### M3 wires

(4 px per um)
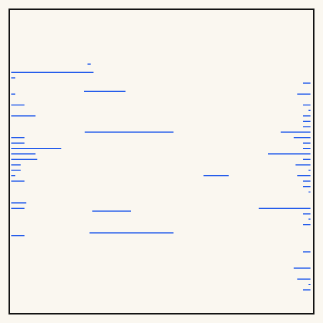
### Local utilization

(4 px per um) 8 x 8 tiles, from black (low) to pale yellow (high), 0 to 100% covered.
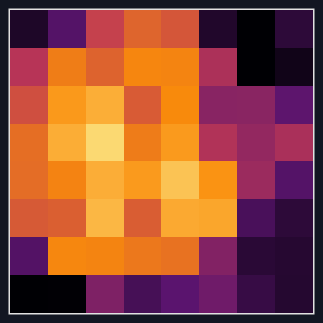
### Placed standard cells

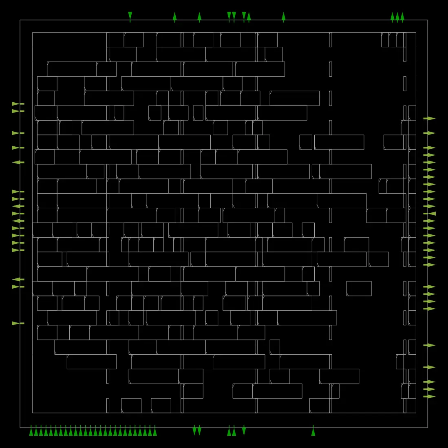
File: src/rtl/intc.sv
// ---------------------------------------------------------------------------
// intc -- 8-channel interrupt controller with a small register bus.
//
// Collects CPU_IRQ_CH (8) asynchronous, active-high peripheral interrupt
// sources. Each channel is individually programmable as rising-edge
// (latched until software clears it) or level (follows the synchronized
// source). Each channel is also individually enabled. The CPU sees
// irq = PEND & ENABLE.
//
// Register map (addr, 32-bit data, bits [31:8] read 0 and ignore writes):
//   0 PEND   R / W1C  pending bits (W1C only affects edge-mode bits)
//   1 MODE   RW       1 = rising-edge, 0 = level (resets to 8'hFF)
//   2 ENABLE RW       per-channel irq enable      (resets to 8'h00)
//   3 RAW    RO       synchronized source value
//
// Bus handshake: an access is cs_=0 and as_=0 at a rising clk edge. The
// cycle after the access rdy_ is 0 and, for reads, rd_data carries the
// register value. Otherwise rdy_=1 and rd_data=0. Back-to-back accesses on
// consecutive cycles are each answered one cycle later.
//
// Configuration macro: INTC_SYNC_EN
//   defined   -> two-flop src synchronizer (src rising before edge k gives
//                PEND/irq high after edge k+2)
//   undefined -> single sampling flop (irq high after edge k+1)
//
// Ports:
//   clk      in   1   single clock, all state on the rising edge
//   reset    in   1   asynchronous active-high reset
//   cs_      in   1   chip select, active low
//   as_      in   1   address strobe, active low
//   rw       in   1   1 = read, 0 = write
//   addr     in   2   register index
//   wr_data  in  32   write data
//   rd_data  out 32   read data (registered)
//   rdy_     out  1   access complete, active low (registered)
//   src      in   8   peripheral interrupt sources, asynchronous
//   irq      out  8   interrupt requests to the CPU
// ---------------------------------------------------------------------------
module intc (
  input  logic        clk,
  input  logic        reset,
  input  logic        cs_,
  input  logic        as_,
  input  logic        rw,
  input  logic [1:0]  addr,
  input  logic [31:0] wr_data,
  output logic [31:0] rd_data,
  output logic        rdy_,
  input  logic [7:0]  src,
  output logic [7:0]  irq
);

  localparam int CPU_IRQ_CH = 8;
  localparam int DATA_W     = 32;

  localparam logic [1:0] ADDR_PEND   = 2'd0;
  localparam logic [1:0] ADDR_MODE   = 2'd1;
  localparam logic [1:0] ADDR_ENABLE = 2'd2;
  localparam logic [1:0] ADDR_RAW    = 2'd3;

`ifdef INTC_SYNC_EN
  localparam int SYNC_STAGES = 2;
`else
  localparam int SYNC_STAGES = 1;
`endif

  // -------------------------------------------------------------------------
  // Declarations
  // -------------------------------------------------------------------------
  logic [CPU_IRQ_CH-1:0] raw_reg;      // synchronized source (RAW register)
  logic [CPU_IRQ_CH-1:0] hist_reg;     // raw_reg one cycle earlier
  logic [CPU_IRQ_CH-1:0] pend_reg;
  logic [CPU_IRQ_CH-1:0] pend_next;
  logic [CPU_IRQ_CH-1:0] mode_reg;
  logic [CPU_IRQ_CH-1:0] enable_reg;
  logic [CPU_IRQ_CH-1:0] rise;
  logic [CPU_IRQ_CH-1:0] w1c;

  // Shift register of ones filled after reset release. Its top bit marks the
  // point where hist_reg holds a real sample of src rather than its reset
  // value, so a source already high at reset release is not seen as an edge.
  logic [SYNC_STAGES:0]  prime_reg;
  logic                  hist_valid;

  logic                  access;
  logic                  wr_en;
  logic                  rdy_reg;
  logic [DATA_W-1:0]     rd_data_reg;
  logic [DATA_W-1:0]     rd_mux;

  // Upper write-data bits have no storage behind them.
  logic                  unused_wr_data;
  assign unused_wr_data = ^wr_data[DATA_W-1:CPU_IRQ_CH];

  // -------------------------------------------------------------------------
  // Source synchronizer
  // -------------------------------------------------------------------------
`ifdef INTC_SYNC_EN
  logic [CPU_IRQ_CH-1:0] meta_reg;

  always_ff @(posedge clk or posedge reset) begin
    if (reset) begin
      meta_reg <= '0;
      raw_reg  <= '0;
    end else begin
      meta_reg <= src;
      raw_reg  <= meta_reg;
    end
  end
`else
  always_ff @(posedge clk or posedge reset) begin
    if (reset) begin
      raw_reg <= '0;
    end else begin
      raw_reg <= src;
    end
  end
`endif

  // -------------------------------------------------------------------------
  // Edge history and priming
  // -------------------------------------------------------------------------
  always_ff @(posedge clk or posedge reset) begin
    if (reset) begin
      hist_reg  <= '0;
      prime_reg <= '0;
    end else begin
      // History tracks raw_reg in every mode, so switching level->edge
      // never manufactures an edge from stale history.
      hist_reg  <= raw_reg;
      prime_reg <= {prime_reg[SYNC_STAGES-1:0], 1'b1};
    end
  end

  assign hist_valid = prime_reg[SYNC_STAGES];
  assign rise       = hist_valid ? (raw_reg & ~hist_reg) : '0;

  // -------------------------------------------------------------------------
  // Bus decode
  // -------------------------------------------------------------------------
  assign access = ~cs_ & ~as_;
  assign wr_en  = access & ~rw;
  assign w1c    = (wr_en && (addr == ADDR_PEND)) ? wr_data[CPU_IRQ_CH-1:0] : '0;

  // -------------------------------------------------------------------------
  // Per-channel pending logic
  //   edge mode : set on a rising edge, held until W1C; set wins over clear
  //   level mode: follows the synchronized source every cycle, W1C ignored
  // Enable plays no part here; it only masks irq.
  // -------------------------------------------------------------------------
  generate
    for (genvar gi = 0; gi < CPU_IRQ_CH; gi++) begin : g_pend
      assign pend_next[gi] = mode_reg[gi]
                           ? (rise[gi] | (pend_reg[gi] & ~w1c[gi]))
                           : raw_reg[gi];
    end
  endgenerate

  // -------------------------------------------------------------------------
  // Control / status registers
  // -------------------------------------------------------------------------
  always_ff @(posedge clk or posedge reset) begin
    if (reset) begin
      pend_reg   <= '0;
      mode_reg   <= '1;
      enable_reg <= '0;
    end else begin
      // pend_next is computed with the MODE value in force before this
      // edge; a MODE write takes effect from the next cycle on.
      pend_reg <= pend_next;
      if (wr_en && (addr == ADDR_MODE)) begin
        mode_reg <= wr_data[CPU_IRQ_CH-1:0];
      end
      if (wr_en && (addr == ADDR_ENABLE)) begin
        enable_reg <= wr_data[CPU_IRQ_CH-1:0];
      end
    end
  end

  // -------------------------------------------------------------------------
  // Read mux and registered response
  // -------------------------------------------------------------------------
  always_comb begin
    rd_mux = '0;
    case (addr)
      ADDR_PEND:   rd_mux = {{(DATA_W-CPU_IRQ_CH){1'b0}}, pend_reg};
      ADDR_MODE:   rd_mux = {{(DATA_W-CPU_IRQ_CH){1'b0}}, mode_reg};
      ADDR_ENABLE: rd_mux = {{(DATA_W-CPU_IRQ_CH){1'b0}}, enable_reg};
      ADDR_RAW:    rd_mux = {{(DATA_W-CPU_IRQ_CH){1'b0}}, raw_reg};
      default:     rd_mux = '0;
    endcase
  end

  // An access sampled before reset is simply lost: reset forces rdy_reg
  // high and nothing remembers the access across release.
  always_ff @(posedge clk or posedge reset) begin
    if (reset) begin
      rdy_reg     <= 1'b1;
      rd_data_reg <= '0;
    end else begin
      rdy_reg     <= ~access;
      rd_data_reg <= (access && rw) ? rd_mux : '0;
    end
  end

  assign rdy_    = rdy_reg;
  assign rd_data = rd_data_reg;
  assign irq     = pend_reg & enable_reg;

endmodule
File: config.mk
export PLATFORM = sky130hd
export DESIGN_NAME = intc
export DESIGN_NICKNAME = d
export VERILOG_FILES = /design/src/rtl/intc.sv
export SDC_FILE = /design/constraint.sdc
export NUM_CORES = 1
export LEC_CHECK = 0
export CAP_MARGIN = 25
export CORE_MARGIN = 2
export CORE_UTILIZATION = 43
export DETAILED_ROUTE_END_ITERATION = 12
export HOLD_SLACK_MARGIN = 0.05
export PLACE_DENSITY = 0.85
export SLEW_MARGIN = 20
export SYNTH_ARGS = -nofsm -noshare
export SYNTH_HDL_FRONTEND = slang
export SYNTH_SLANG_ARGS = --single-unit
File: constraint.sdc
create_clock -name clk -period 1.9 [get_ports clk]
set_input_delay 0.475 -clock clk [delete_from_list [all_inputs] [get_ports clk]]
set_output_delay 0.475 -clock clk [all_outputs]
set_load 0.02 [all_outputs]
==> CHANGELOG.md <==
### Implementation results

- Initial antenna violation count: 0
- Top-area cell share: 47.5%
- Inst Count DP: 268
- Die y size: 75.8 um
- Vias/cell: 4.93
- Top cell excl fill/tap: dfrtp_1
- IO Count: 88
- Antenna viol nets, final: 0
- WS Path Type: reg2out
- Number of buffers created by CTS: 5
- CP Data Arrival Time: 1290 ps
- Clock buffer depth: 2
- PD cells: 978 nW/um2
- Unrepaired setup endpoints after global routing: false
- Crit path cell chain: clkdlybuf4s50_1
- Slack of the critical path: 135 ps
- Register share after synthesis: 58.1%
- Yosys reg bits: 51
- Pre-Repair DR Iteration Count: 4
- Clk pin slew, worst setup/hold paths: 90 ps
- Area Overhead vs Synth: 28.0%
- Clock latency on the worst-skew pair: 310 ps
- Outcome: complete, no violations
- Startpoint types: register
- Most frequent cells in the layout: dfrtp_1 (42), clkdlybuf4s50_1 (30), conb_1 (25)
- Hold Crit Class: reg2reg
- Main area contributors: dfrtp_1 (47%), dfstp_2 (11%), buf_4 (8.1%), mux2_2 (8.1%), mux4_1 (5.9%)
- Cell Count, Final, Fillers Out: 276
- Area reported by Yosys stat: 2210 um2
- Mapped cell area: 2210 um2
- Yosys cell types: 20
- Post-CTS setup buffers: 0
- Hold_buf cts: 0
- FP Rows: 26
- Tot Pwr: 2.77 mW
- Critical Path End Type: output port
- Crit-path leading delay family: buffers and inverters
- Gpl congestion: 0.775
- Critical path required time: 1420 ps
- H-tree depth: 2
- Diode count: 0
- Critical-path top delay cell: clkdlybuf4s50_1
- DRT iter0 DRCs: 35
- CP bufs+invs: 1
- Tool Warnings: 50
- TritonCTS clock tree: yes
- Wire length per cell: 14.8 um
- Number of global-route vias before repair: 1346
- Largest net degree at the start of global routing: 52
## Picture notes: 'M3 wires'
wire length on this layer: 220 um
share of all routed wire: 5.4%
main direction: horizontal
Vias: 1361
Routed WL: 4070 um
met3 Track Usage GR: 5.29%

## Picture notes: 'Local utilization'
fullest tile: 92%
emptiest ninth of the die: north-east
mean over tiles: 48%
tiles over 75% full: 19%
nearly empty tiles: 6.2%
Initial Util: 43.9%
final core occ: 56.2%
core footprint: 5040 um2

## Picture notes: 'Placed standard cells'
Fillers: 401
flop share of the area: 45.4%

-- cells in the mapped netlist --
cell      number
buf_2          1
nand2_4        1
nand3b_1       8
mux4_1         5
dfrtp_1       42
nand3_1        1
o21ai_0        8
buf_6          1
mux4_2         3
clkbuf_1       2
and3_1         8
mux2_2        16
dfstp_2        9
and2_1         8
buf_4         24
inv_1          3
conb_1         2
nor4_4         1
nor2_1         2
a32o_1         8
-- worst paths after layout --
check,start,to,slack [ps],depth (start not counted)
setup / recovery,rd_data[0],rd_data[0],140,1
hold / removal,prime_reg[0],prime_reg[1],360,0
setup reg to reg,pend_reg[5],rd_data[5],710,2
hold reg to reg,prime_reg[0],prime_reg[1],360,0
max in group asynchronous,reset,rdy_,1090,3
min in group asynchronous,reset,hist_reg[3],520,3
-- routing by layer --
layer  vias up  track usage [%]  part of all wire (%)
li1        609                -                     -
met1       693             20.9                    45
met2        55             26.7                    49
met3         4             5.29                   5.4
met4         0             7.02                   1.3
met5         -                0                     0
-- stage by stage --
step                      TNS [ps]  hold WS [ps]  utilization (%)  cell area, um2
after floorplan                  0           331                -            2300
after global placement       -2060           332             53.4            2700
after detailed placement     -2480           337             53.4            2700
after CTS                        0           356             56.0            2820
after global routing             0           376             56.2            2840
final                            0           356             56.2            2840
-- cell families after synthesis --
logic type / count (synthesis) / synth area share, %
buffers and inverters: 31 / 9.72
AND-OR/OR-AND: 16 / 5.42
other: 2 / 0.339
flip-flops: 51 / 58.1
AND/OR/NAND/NOR: 29 / 9.27
multiplexers: 24 / 17.1
-- power breakdown --
part	internal (mW)	switching [mW]
logic	0.296	0.235
clock network	0.526	0.351
registers	1.26	0.102
total	2.09	0.688
-- cell type report --
class | instances | area (um2) | area share (%)
Sequential cell | 51 | 1290 | 45.4
Multi-Input combinational cell | 94 | 798 | 28.2
Timing Repair Buffer | 50 | 518 | 18.3
Tap cell | 70 | 87.6 | 3.09
Clock buffer | 6 | 72.6 | 2.56
Clock inverter | 2 | 60.1 | 2.12
Inverter | 3 | 11.3 | 0.397
-- repair_timing --
item,in CTS,in global routing
resized,4,5
endpoints found under the hold margin,0,0
endpoints found under the setup margin,4,5
pin swaps,0,0
Power figures rest on the tool's default switching activity, not on a simulated workload.
